File: src/rtl/byte_packetizer_pkg.sv
// Shared types and helpers for the byte-to-packet receiver.
// Used by byte_packetizer_rx and b2p_out_reg.
package byte_packetizer_pkg;

    typedef enum logic {
        IDLE     = 1'b0,
        ASSEMBLE = 1'b1
    } b2p_state_e;

    // Maps the arrival index of a byte within a symbol to its byte lane (lane 0 = bits [7:0]).
    function automatic int unsigned lane_index(input int unsigned idx,
                                               input int unsigned n_lanes,
                                               input bit          msb_first);
        return msb_first ? (n_lanes - 1 - idx) : idx;
    endfunction

endpackage

File: src/rtl/b2p_out_reg.sv
// One-deep output holding register with ready/valid and packet sideband.
// The error sideband exists only when B2P_TIMEOUT_EN is defined.
module b2p_out_reg
    import byte_packetizer_pkg::*;
#(
    parameter int DATA_W = 32
) (
    input  logic              i_clk,
    input  logic              i_rst_n,
    input  logic              i_load,
    input  logic [DATA_W-1:0] i_data,
    input  logic              i_sop,
    input  logic              i_eop,
`ifdef B2P_TIMEOUT_EN
    input  logic              i_err,
    output logic              o_err,
`endif
    input  logic              i_ready,
    output logic              o_valid,
    output logic [DATA_W-1:0] o_data,
    output logic              o_sop,
    output logic              o_eop
);

    logic              r_valid;
    logic [DATA_W-1:0] r_data;
    logic              r_sop;
    logic              r_eop;
`ifdef B2P_TIMEOUT_EN
    logic              r_err;
`endif

    // The producer only loads when the register is empty or draining this cycle.
    always_ff @(posedge i_clk) begin
        if (!i_rst_n) begin
            r_valid <= 1'b0;
            r_data  <= '0;
            r_sop   <= 1'b0;
            r_eop   <= 1'b0;
`ifdef B2P_TIMEOUT_EN
            r_err   <= 1'b0;
`endif
        end else if (i_load) begin
            r_valid <= 1'b1;
            r_data  <= i_data;
            r_sop   <= i_sop;
            r_eop   <= i_eop;
`ifdef B2P_TIMEOUT_EN
            r_err   <= i_err;
`endif
        end else if (i_ready) begin
            r_valid <= 1'b0;
        end
    end

    assign o_valid = r_valid;
    assign o_data  = r_data;
    assign o_sop   = r_sop;
    assign o_eop   = r_eop;
`ifdef B2P_TIMEOUT_EN
    assign o_err   = r_err;
`endif

endmodule

File: src/rtl/byte_packetizer_rx.sv
// Gathers bytes into symbols and frames them into Avalon-ST packets of run-time length.
// Define B2P_TIMEOUT_EN to flush stalled packets with an error-flagged EOP symbol.
module byte_packetizer_rx
    import byte_packetizer_pkg::*;
#(
    parameter int BYTES_PER_SYMBOL = 4,
    parameter int BITS_PER_BYTES   = 8,
    parameter int LEN_W            = 8,
    parameter int MSB_FIRST        = 1
`ifdef B2P_TIMEOUT_EN
    ,
    parameter int TIMEOUT_CYCLES   = 1024
`endif
) (
    input  logic                                   clock_clk,
    input  logic                                   reset_reset_n,
    input  logic [LEN_W-1:0]                       cfg_pkt_len,
    input  logic [BITS_PER_BYTES-1:0]              asi_in0_data,
    input  logic                                   asi_in0_valid,
    output logic                                   asi_in0_ready,
    output logic [BYTES_PER_SYMBOL*BITS_PER_BYTES-1:0] aso_out0_data,
    output logic                                   aso_out0_valid,
    input  logic                                   aso_out0_ready,
    output logic                                   aso_out0_startofpacket,
    output logic                                   aso_out0_endofpacket
`ifdef B2P_TIMEOUT_EN
    ,
    output logic                                   aso_out0_error
`endif
);

    localparam int DATA_W = BYTES_PER_SYMBOL * BITS_PER_BYTES;
    localparam int BC_W   = (BYTES_PER_SYMBOL > 1) ? $clog2(BYTES_PER_SYMBOL) : 1;

    b2p_state_e        r_state, w_state_next;
    logic [BC_W-1:0]   r_byte_cnt, w_byte_cnt_next;
    logic [LEN_W-1:0]  r_sym_cnt, w_sym_cnt_next;
    logic [LEN_W-1:0]  r_len, w_len_next;
    logic [DATA_W-1:0] r_sym, w_sym_buf_next;

    logic [LEN_W-1:0]  w_len;
    logic [DATA_W-1:0] w_sym_next;
    logic [DATA_W-1:0] w_load_data;
    logic              w_last_byte, w_accept, w_eop;
    logic              w_load, w_load_sop, w_load_eop;

`ifdef B2P_TIMEOUT_EN
    localparam int IDLE_W = $clog2(TIMEOUT_CYCLES + 1);
    logic [IDLE_W-1:0] r_idle_cnt, w_idle_cnt_next;
    logic              w_flush_pending, w_flush_fire, w_load_err;

    assign w_flush_pending = (r_state == ASSEMBLE) &&
                             (r_idle_cnt == IDLE_W'(TIMEOUT_CYCLES));
    assign w_flush_fire    = w_flush_pending && (!aso_out0_valid || aso_out0_ready);
`endif

    assign w_last_byte = (r_byte_cnt == BC_W'(BYTES_PER_SYMBOL - 1));
`ifdef B2P_TIMEOUT_EN
    assign asi_in0_ready = (!w_last_byte || !aso_out0_valid || aso_out0_ready) &&
                           !w_flush_pending;
`else
    assign asi_in0_ready = !w_last_byte || !aso_out0_valid || aso_out0_ready;
`endif
    assign w_accept = asi_in0_valid && asi_in0_ready;

    // The first byte of a packet sees cfg_pkt_len directly, so single-symbol packets frame correctly.
    assign w_len = (r_state == IDLE) ? ((cfg_pkt_len == '0) ? LEN_W'(1) : cfg_pkt_len) : r_len;
    assign w_eop = (r_sym_cnt == w_len - LEN_W'(1));

    always_comb begin
        w_sym_next = (r_byte_cnt == '0) ? '0 : r_sym;
        for (int unsigned l = 0; l < BYTES_PER_SYMBOL; l++) begin
            if (l == lane_index(int'(r_byte_cnt), BYTES_PER_SYMBOL, MSB_FIRST != 0)) begin
                w_sym_next[l*BITS_PER_BYTES +: BITS_PER_BYTES] = asi_in0_data;
            end
        end
    end

    always_comb begin
        w_state_next    = r_state;
        w_byte_cnt_next = r_byte_cnt;
        w_sym_cnt_next  = r_sym_cnt;
        w_len_next      = r_len;
        w_sym_buf_next  = r_sym;
        w_load          = 1'b0;
        w_load_sop      = 1'b0;
        w_load_eop      = 1'b0;
        w_load_data     = w_sym_next;
`ifdef B2P_TIMEOUT_EN
        w_load_err      = 1'b0;
        w_idle_cnt_next = r_idle_cnt;
        if (r_state == IDLE || w_accept) begin
            w_idle_cnt_next = '0;
        end else if (!w_flush_pending) begin
            w_idle_cnt_next = r_idle_cnt + IDLE_W'(1);
        end
`endif
        if (w_accept) begin
            w_sym_buf_next = w_sym_next;
            if (r_state == IDLE) begin
                w_state_next = ASSEMBLE;
                w_len_next   = w_len;
            end
            if (w_last_byte) begin
                w_load          = 1'b1;
                w_load_sop      = (r_sym_cnt == '0);
                w_load_eop      = w_eop;
                w_byte_cnt_next = '0;
                if (w_eop) begin
                    w_sym_cnt_next = '0;
                    w_state_next   = IDLE;
                end else begin
                    w_sym_cnt_next = r_sym_cnt + LEN_W'(1);
                end
            end else begin
                w_byte_cnt_next = r_byte_cnt + BC_W'(1);
            end
        end
`ifdef B2P_TIMEOUT_EN
        else if (w_flush_fire) begin
            // Keep collected lanes; a symbol with no bytes yet flushes as all zero.
            w_load          = 1'b1;
            w_load_data     = (r_byte_cnt == '0) ? '0 : r_sym;
            w_load_sop      = (r_sym_cnt == '0);
            w_load_eop      = 1'b1;
            w_load_err      = 1'b1;
            w_byte_cnt_next = '0;
            w_sym_cnt_next  = '0;
            w_idle_cnt_next = '0;
            w_state_next    = IDLE;
        end
`endif
    end

    always_ff @(posedge clock_clk) begin
        if (!reset_reset_n) begin
            r_state    <= IDLE;
            r_byte_cnt <= '0;
            r_sym_cnt  <= '0;
            r_len      <= LEN_W'(1);
            r_sym      <= '0;
`ifdef B2P_TIMEOUT_EN
            r_idle_cnt <= '0;
`endif
        end else begin
            r_state    <= w_state_next;
            r_byte_cnt <= w_byte_cnt_next;
            r_sym_cnt  <= w_sym_cnt_next;
            r_len      <= w_len_next;
            r_sym      <= w_sym_buf_next;
`ifdef B2P_TIMEOUT_EN
            r_idle_cnt <= w_idle_cnt_next;
`endif
        end
    end

    b2p_out_reg #(
        .DATA_W (DATA_W)
    ) u_out_reg (
        .i_clk   (clock_clk),
        .i_rst_n (reset_reset_n),
        .i_load  (w_load),
        .i_data  (w_load_data),
        .i_sop   (w_load_sop),
        .i_eop   (w_load_eop),
`ifdef B2P_TIMEOUT_EN
        .i_err   (w_load_err),
        .o_err   (aso_out0_error),
`endif
        .i_ready (aso_out0_ready),
        .o_valid (aso_out0_valid),
        .o_data  (aso_out0_data),
        .o_sop   (aso_out0_startofpacket),
        .o_eop   (aso_out0_endofpacket)
    );

endmodule

File: config.mk
export PLATFORM = sky130hd
export DESIGN_NAME = byte_packetizer_rx
export DESIGN_NICKNAME = d
export VERILOG_FILES = /design/src/rtl/byte_packetizer_pkg.sv /design/src/rtl/b2p_out_reg.sv /design/src/rtl/byte_packetizer_rx.sv
export SDC_FILE = /design/constraint.sdc
export NUM_CORES = 1
export LEC_CHECK = 0
export CAP_MARGIN = 20
export CORE_UTILIZATION = 40
export CTS_BUF_LIST = sky130_fd_sc_hd__clkbuf_4 sky130_fd_sc_hd__clkbuf_8
export DETAILED_ROUTE_END_ITERATION = 8
export PLACE_DENSITY = 0.64
export SLEW_MARGIN = 20
export SYNTH_ARGS = -nofsm -noshare
export SYNTH_HDL_FRONTEND = slang
export SYNTH_SLANG_ARGS = --single-unit
File: constraint.sdc
create_clock -name clock_clk -period 2.3 [get_ports clock_clk]
set_clock_uncertainty 0.2 [all_clocks]
set_input_delay 0.345 -clock clock_clk [delete_from_list [all_inputs] [get_ports clock_clk]]
set_output_delay 0.345 -clock clock_clk [all_outputs]
set_load 0.03 [all_outputs]
route_heat.png
19 x 19 tiles, from black (low) to pale yellow (high), scaled to the fullest tile. Values are wire area over tile area, all layers added.
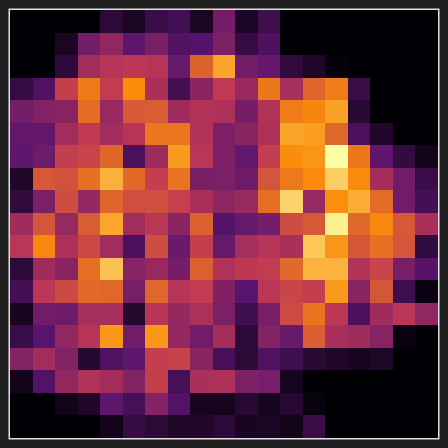
- mean over tiles: 0.14
- tiles over half the peak: 27%
- nearly empty tiles: 17%
- fullest tile: 0.42
- densest ninth of the die: right middle
Routed WL per cell: 15.1 µm
gr usage total: 0.196
final wirelength: 8710 µm

class_map.png
Scale bar: 20 µm. Fill, decap, tap and diode cells in gray.
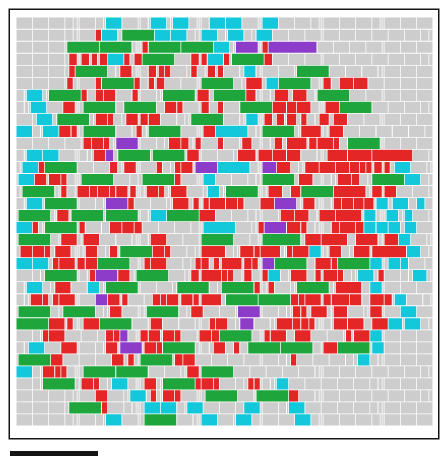
- remaining buffers and delay cells: cyan (cells 82; share of their area 17%)
- registers: green (cells 78; share of their area 35%)
- remaining logic cells: red (cells 294; share of their area 44%)
- clock drivers and dummy loads: purple (cells 16; share of their area 4.4%)
Rows: 34
Core ar.: 8720 µm²
final instance area: 4650 µm²
sequential cell area share: 0.337
utilization after layout: 0.533

[worst paths after layout]
check	slack, ps	endpoint	depth (start not counted)
max reg2reg	30	r_sym_cnt[6]	8
max	30	r_sym_cnt[6]	8
min	210	r_len[3]	4
min reg2reg	260	u_out_reg.o_data[6]	2
[cells by family after synthesis]
logic type               Yosys count  synth area share
adder cells (fa/ha/maj)            7            0.0243
XOR/XNOR                          17            0.0414
AND-OR/OR-AND                     93             0.182
multiplexers                      32            0.0904
AND/OR/NAND/NOR                  138             0.184
buffers and inverters             37            0.0438
flip-flops                        78             0.434
[where the power goes]
part / switching [mW] / internal, mW
Sequential: 0.0295 / 1.40
Combinational: 0.238 / 0.193
Clock: 0.525 / 0.505
Total: 0.792 / 2.09
==> results_slide.txt <==
Flow Results at a Glance

Place
  • DP Wirelength: 5840 µm

Final layout
  • Top cells excl fill/tap: dfxtp_1, nor2_1, clkdlybuf4s50_1, a211oi_1, mux2i_1
  • Buffering overhead: 0.166
  • Share of cells above drive strength 1: 0.143
  • Buffers excl. clock: 82
  • Area delta synth->final: 29.2%
  • Diodes inserted: 0

Routing
  • Via count: around 3100
  • Highest Signal Layer: met4
  • Wire length on met3: 284 µm

Run
  • Tool warnings: 32

Min path
  • Hold wc startpoint: cfg_pkt_len[3]

Synthesis
  • Netlist cell types: 38
  • Synth Instances: 402
  • Syn Area/Cell: 8.95 µm²
  • Synth Warn #: 0
  • Yosys cell count: ~400
  • Most frequent cell after synthesis: dfxtp_1
  • Chip area in the Yosys report: approximately 3600 µm²
  • Post-synth ARST share: 0
  • Flip-flops with a built-in enable: 0

Global routing
  • First-pass GRT wire length: 14900 µm
  • Gr ovfl total: 0
  • Initial antenna violation count: 0

Worst setup path
  • Critical path data required time: 2320 ps
  • Top delay family on crit path: AND-OR/OR-AND gates

Clock network
  • CTS tree: done
  • Root Driver: clkbuf_8
  • Latency at later pin: 350 ps
  • CTS Buf Count: 9

Timing
  • Final critical-path required period: 2270 ps
  • Hold Fails Final Rpt: 0
  • Final period util: 0.986

Floorplanning
  • Chip area: 9380 µm²

Power and ir drop
  • Leak: around 1.7 nW

Run status
  • Status: completed
Power figures rest on the tool's default switching activity, not on a simulated workload.
